<file path="src/rtl/cache_mem_arbiter.sv">
// cache_mem_arbiter: shares one RAM port between icache and dcache misses; grant registered, RAM driven the cycle after a request, wait held high until ramstate ACCESS.
// Optional STARVE_GUARD_EN macro bounds consecutive dcache grants while the icache is waiting.
module cache_mem_arbiter #(
  parameter int ADDR_W     = 32,
  parameter int DATA_W     = 32,
  parameter int STARVE_MAX = 4
) (
  input  logic              CLK,
  input  logic              nRST,
  input  logic              iREN,
  input  logic [ADDR_W-1:0] iaddr,
  output logic              iwait,
  output logic [DATA_W-1:0] iload,
  input  logic              dREN,
  input  logic              dWEN,
  input  logic [ADDR_W-1:0] daddr,
  input  logic [DATA_W-1:0] dstore,
  output logic              dwait,
  output logic [DATA_W-1:0] dload,
  output logic              ramREN,
  output logic              ramWEN,
  output logic [ADDR_W-1:0] ramaddr,
  output logic [DATA_W-1:0] ramstore,
  input  logic [DATA_W-1:0] ramload,
  input  logic [1:0]        ramstate
);

  typedef enum logic [1:0] {IDLE, DGRANT, IGRANT} state_t;

  localparam logic [1:0] RAM_ACCESS = 2'd2;

  state_t state_q, state_d;
  logic   d_req;
  logic   ram_done;
  logic   starve_grant;

  assign d_req    = dREN | dWEN;
  assign ram_done = (ramstate == RAM_ACCESS);
  assign iload    = ramload;
  assign dload    = ramload;

`ifdef STARVE_GUARD_EN
  localparam int CNT_W = $clog2(STARVE_MAX + 1);

  logic [CNT_W-1:0] cnt_q, cnt_d;

  always_comb begin
    cnt_d = cnt_q;
    if (state_q == IDLE && !iREN) begin
      cnt_d = '0;
    end else if (state_d == IGRANT && state_q != IGRANT) begin
      cnt_d = '0;
    end else if (state_q == DGRANT && d_req && ram_done && iREN &&
                 cnt_q != CNT_W'(STARVE_MAX)) begin
      cnt_d = cnt_q + 1'b1;
    end
  end

  always_ff @(posedge CLK or negedge nRST) begin
    if (!nRST) begin
      cnt_q <= '0;
    end else begin
      cnt_q <= cnt_d;
    end
  end

  assign starve_grant = iREN && (cnt_q == CNT_W'(STARVE_MAX));
`else
  logic unused_starve_max;
  assign unused_starve_max = (STARVE_MAX != 0);
  assign starve_grant      = 1'b0;
`endif

  // RAM outputs decode from the registered grant; a dropped request aborts
  // immediately so the RAM never sees a stale access.
  always_comb begin
    state_d  = state_q;
    ramREN   = 1'b0;
    ramWEN   = 1'b0;
    ramaddr  = '0;
    ramstore = '0;
    iwait    = 1'b1;
    dwait    = 1'b1;
    case (state_q)
      IDLE: begin
        if (starve_grant) begin
          state_d = IGRANT;
        end else if (d_req) begin
          state_d = DGRANT;
        end else if (iREN) begin
          state_d = IGRANT;
        end
      end
      DGRANT: begin
        if (!d_req) begin
          state_d = IDLE;
        end else begin
          ramaddr  = daddr;
          ramstore = dstore;
          ramWEN   = dWEN;
          ramREN   = dREN & ~dWEN;
          if (ram_done) begin
            dwait   = 1'b0;
            state_d = IDLE;
          end
        end
      end
      IGRANT: begin
        if (!iREN) begin
          state_d = IDLE;
        end else begin
          ramaddr = iaddr;
          ramREN  = 1'b1;
          if (ram_done) begin
            iwait   = 1'b0;
            state_d = IDLE;
          end
        end
      end
      default: state_d = IDLE;
    endcase
  end

  always_ff @(posedge CLK or negedge nRST) begin
    if (!nRST) begin
      state_q <= IDLE;
    end else begin
      state_q <= state_d;
    end
  end

endmodule

</file>
<file path="config.mk">
export PLATFORM = sky130hd
export DESIGN_NAME = cache_mem_arbiter
export DESIGN_NICKNAME = d
export VERILOG_FILES = /design/src/rtl/cache_mem_arbiter.sv
export SDC_FILE = /design/constraint.sdc
export NUM_CORES = 1
export LEC_CHECK = 0
export ABC_AREA = 1
export CAP_MARGIN = 20
export CORE_AREA = 2 2 103 105
export DETAILED_ROUTE_END_ITERATION = 10
export DIE_AREA = 0 0 105 107
export GPL_ROUTABILITY_DRIVEN = 1
export GPL_TIMING_DRIVEN = 0
export HOLD_SLACK_MARGIN = 0.03
export PLACE_DENSITY = 0.63
export SETUP_SLACK_MARGIN = 0.15
export SLEW_MARGIN = 20
export SYNTH_ARGS = -nofsm -noshare
export SYNTH_HDL_FRONTEND = slang
export SYNTH_SLANG_ARGS = --single-unit
</file>
<file path="constraint.sdc">
create_clock -name CLK -period 2.54 [get_ports CLK]
set_input_delay 0.508 -clock CLK [delete_from_list [all_inputs] [get_ports CLK]]
set_output_delay 0.508 -clock CLK [all_outputs]
set_load 0.05 [all_outputs]
</file>
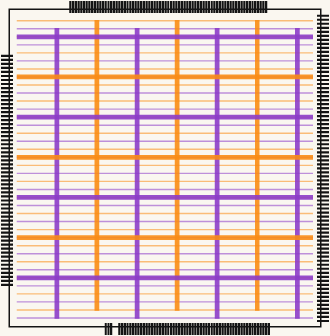
(supply network)
Pins as bars on the die edge.
color	net
purple	VSS
orange	VDD
met5 straps	7
met4 straps	7
signal pins	267
rows	37
Die X-Extent: 105 µm
standard cell core area: 10100 µm²
peak supply drop: 0.307 mV

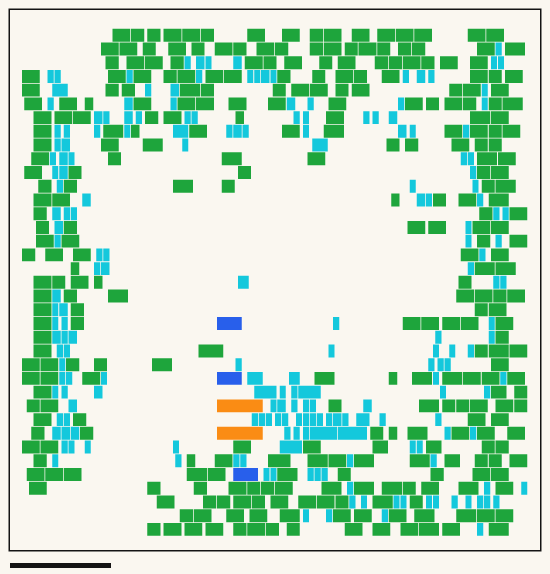
(placed cells, one color a class)
Bar = 20 µm.
color	class	cells
cyan	remaining logic cells	199
green	remaining buffers and delay cells	314
blue	clock-net drivers	3
orange	sequential cells	2
fraction of standard cell area that is sequential: 1.24%
Layout Utilization: 39.9%
Non-Filler Cell Area, Final: 4030 µm²
standard-cell rows: 37

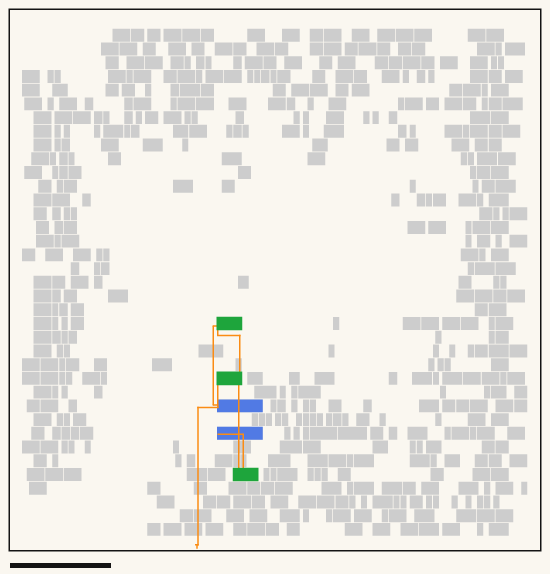
(clock wires, drivers and flops)
Bar = 20 µm.
[blue] flip-flops | count: 2
[orange] clock wires | length: 111 µm
[green] clock-net drivers | count: 3
routed clock nets	4
part of the total power dissipated in the clock network: 4.3%
power in the clock group: 0.127 mW
clock insertion delay at the later pin of the skew report: 0.21 ns
Clock Skews: 0.000839 ns

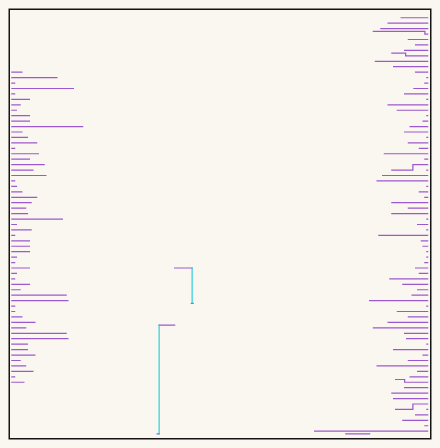
(signal wires by layer)
Two of the layers only.
color	layer	wire length
cyan	M4	36.0 µm
purple	M3	722 µm
total number of vias: 2469
combined global-route utilization of all metal layers: 12.4%

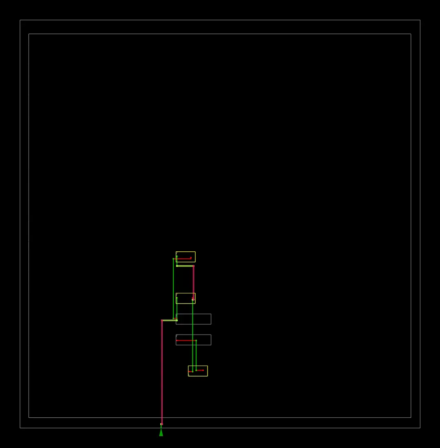
(clock routing)
sink count of the clock tree: 2
CLK BUF: 3
Seq cells: 2
clock buffer count from CTS: 3

[layout make-up]
class	count	area, µm²	share of cell area (%)
flip-flops and latches	2	50.0	1.24
clock buffers	3	41.3	1.03
inverters	41	161	4.01
repair buffers	238	2310	57.3
well taps	136	170	4.22
multi-input cells	158	704	17.5
plain buffers	76	594	14.8
[per-stage QoR]
stage                     instances  setup TNS (ns)
final                           654               0
after global routing            654               0
after CTS                       653               0
after detailed placement        647          -30.16
after global placement          647          -28.91
after floorplan                 277               0
[kinds of logic (layout without fill, tap and decap cells)]
group	count (synthesis)	count (layout)	synth area share (%)
simple gates	118	118	30.8
fa+ha+maj	4	4	3.45
compound gates	36	36	13.2
flops	2	2	3.45
buf+inv	117	358	49.1
[cell usage in the layout, fill, tap and decap left out, drive strengths merged]
cell type	Yosys	routed
clkdlybuf4s15	0	29
a21oi	33	33
o21ai	3	3
dfrtp	2	2
clkdlybuf4s50	0	163
clkinv	0	1
nor2	37	37
dlygate4sd2	0	4
clkdlybuf4s18	0	1
nand3b	1	1
nand2	80	80
inv	41	40
ha	4	4
buf	73	113
dlymetal6s2s	0	1
clkbuf	3	6
[layer usage]
layer  GRT usage (%)  share of wire (%)  routed length (µm)
met5               0                  0                   0
met4            2.29               0.46                  36
met3            2.98                9.2                 722
met2            25.3                 54                4240
met1            12.8                 36                2860
[what timing repair did]
| item | CTS | global route |
|---|---|---|
| pin swaps | 1 | 1 |
| setup buffers | 3 | 1 |
| setup endpoints to repair | 68 | 44 |
| endpoints found under the hold margin | 0 | 0 |
| resized | 308 | 23 |
[cell usage after synthesis (all sizes together)]
library cell / count
nand3b: 1
inv: 41
clkbuf: 3
a21oi: 33
ha: 4
buf: 73
nor2: 37
dfrtp: 2
nand2: 80
o21ai: 3
==> run summary <==
Update from the flow run.

The flow ran to the end, and the final reports show no timing, DRC or antenna violations. The global-route wire length before repair is 11500 µm. The average wire length per cell after detail routing is 12.0 µm. The fraction of synthesized cell area taken by the top area cell type is 33.1%. The minimum hold slack is 0.459 ns.

The total iterations of the first detailed-routing run is 4. The number of diodes added for antenna fixing is 0. The power consumed by combinational cells is 2.74 mW. The area growth from synthesis to layout is 178%. Detailed-route iteration 0 reported a violation count of around 50. Per the CTS log, the root buffer master is sky130_fd_sc_hd__clkbuf_8.

In this run the critical path is formed by inv_1 -> ha_2 -> o21ai_4 -> inv_4 -> buf_6 -> nand2_1 -> a21oi_1 -> buf_4. The script reports the combined buffer and inverter count of the critical path as 4. The summed standard-cell area reported by yosys is 1450 µm².

STA lists the endpoint of the worst register-to-register path as state_q[1]$_DFFE_PN0P_. The largest share of the power goes to combinational logic. The clock tree from TritonCTS is built. The buffer_ports step reported a buffer count of 234. The final total power is a little under 3 mW. The worst setup path is captured at an output port. The startpoint of the worst setup timing path is state_q[1]$_DFFE_PN0P_. From the final report, the count of setup violators was given as 0. The via count of the first global-routing pass was about 2500. Across the run, the number of max-cap violations was 0. The count of fill cells added during filler insertion is 1078.

The gate count of the mapped netlist is between 200 and 300. Synthesis instantiated 15 different standard cells from the library. Per the post-synthesis stats, the area per cell is between 5 and 6 µm². The top register by number of flip-flops is state_q. The timing report gives the clock slew at the launch and capture registers of the worst setup and hold paths as 0.03 ns. For this run the detailed placement stage logged an HPWL of between 6000 and 7000 µm. The register with the most flip-flops in the layout has 2 of them. The maximum number of pins on one net before global-route repair is 11.

The cell total in the yosys stat output is 277.
Power figures rest on the tool's default switching activity, not on a simulated workload.
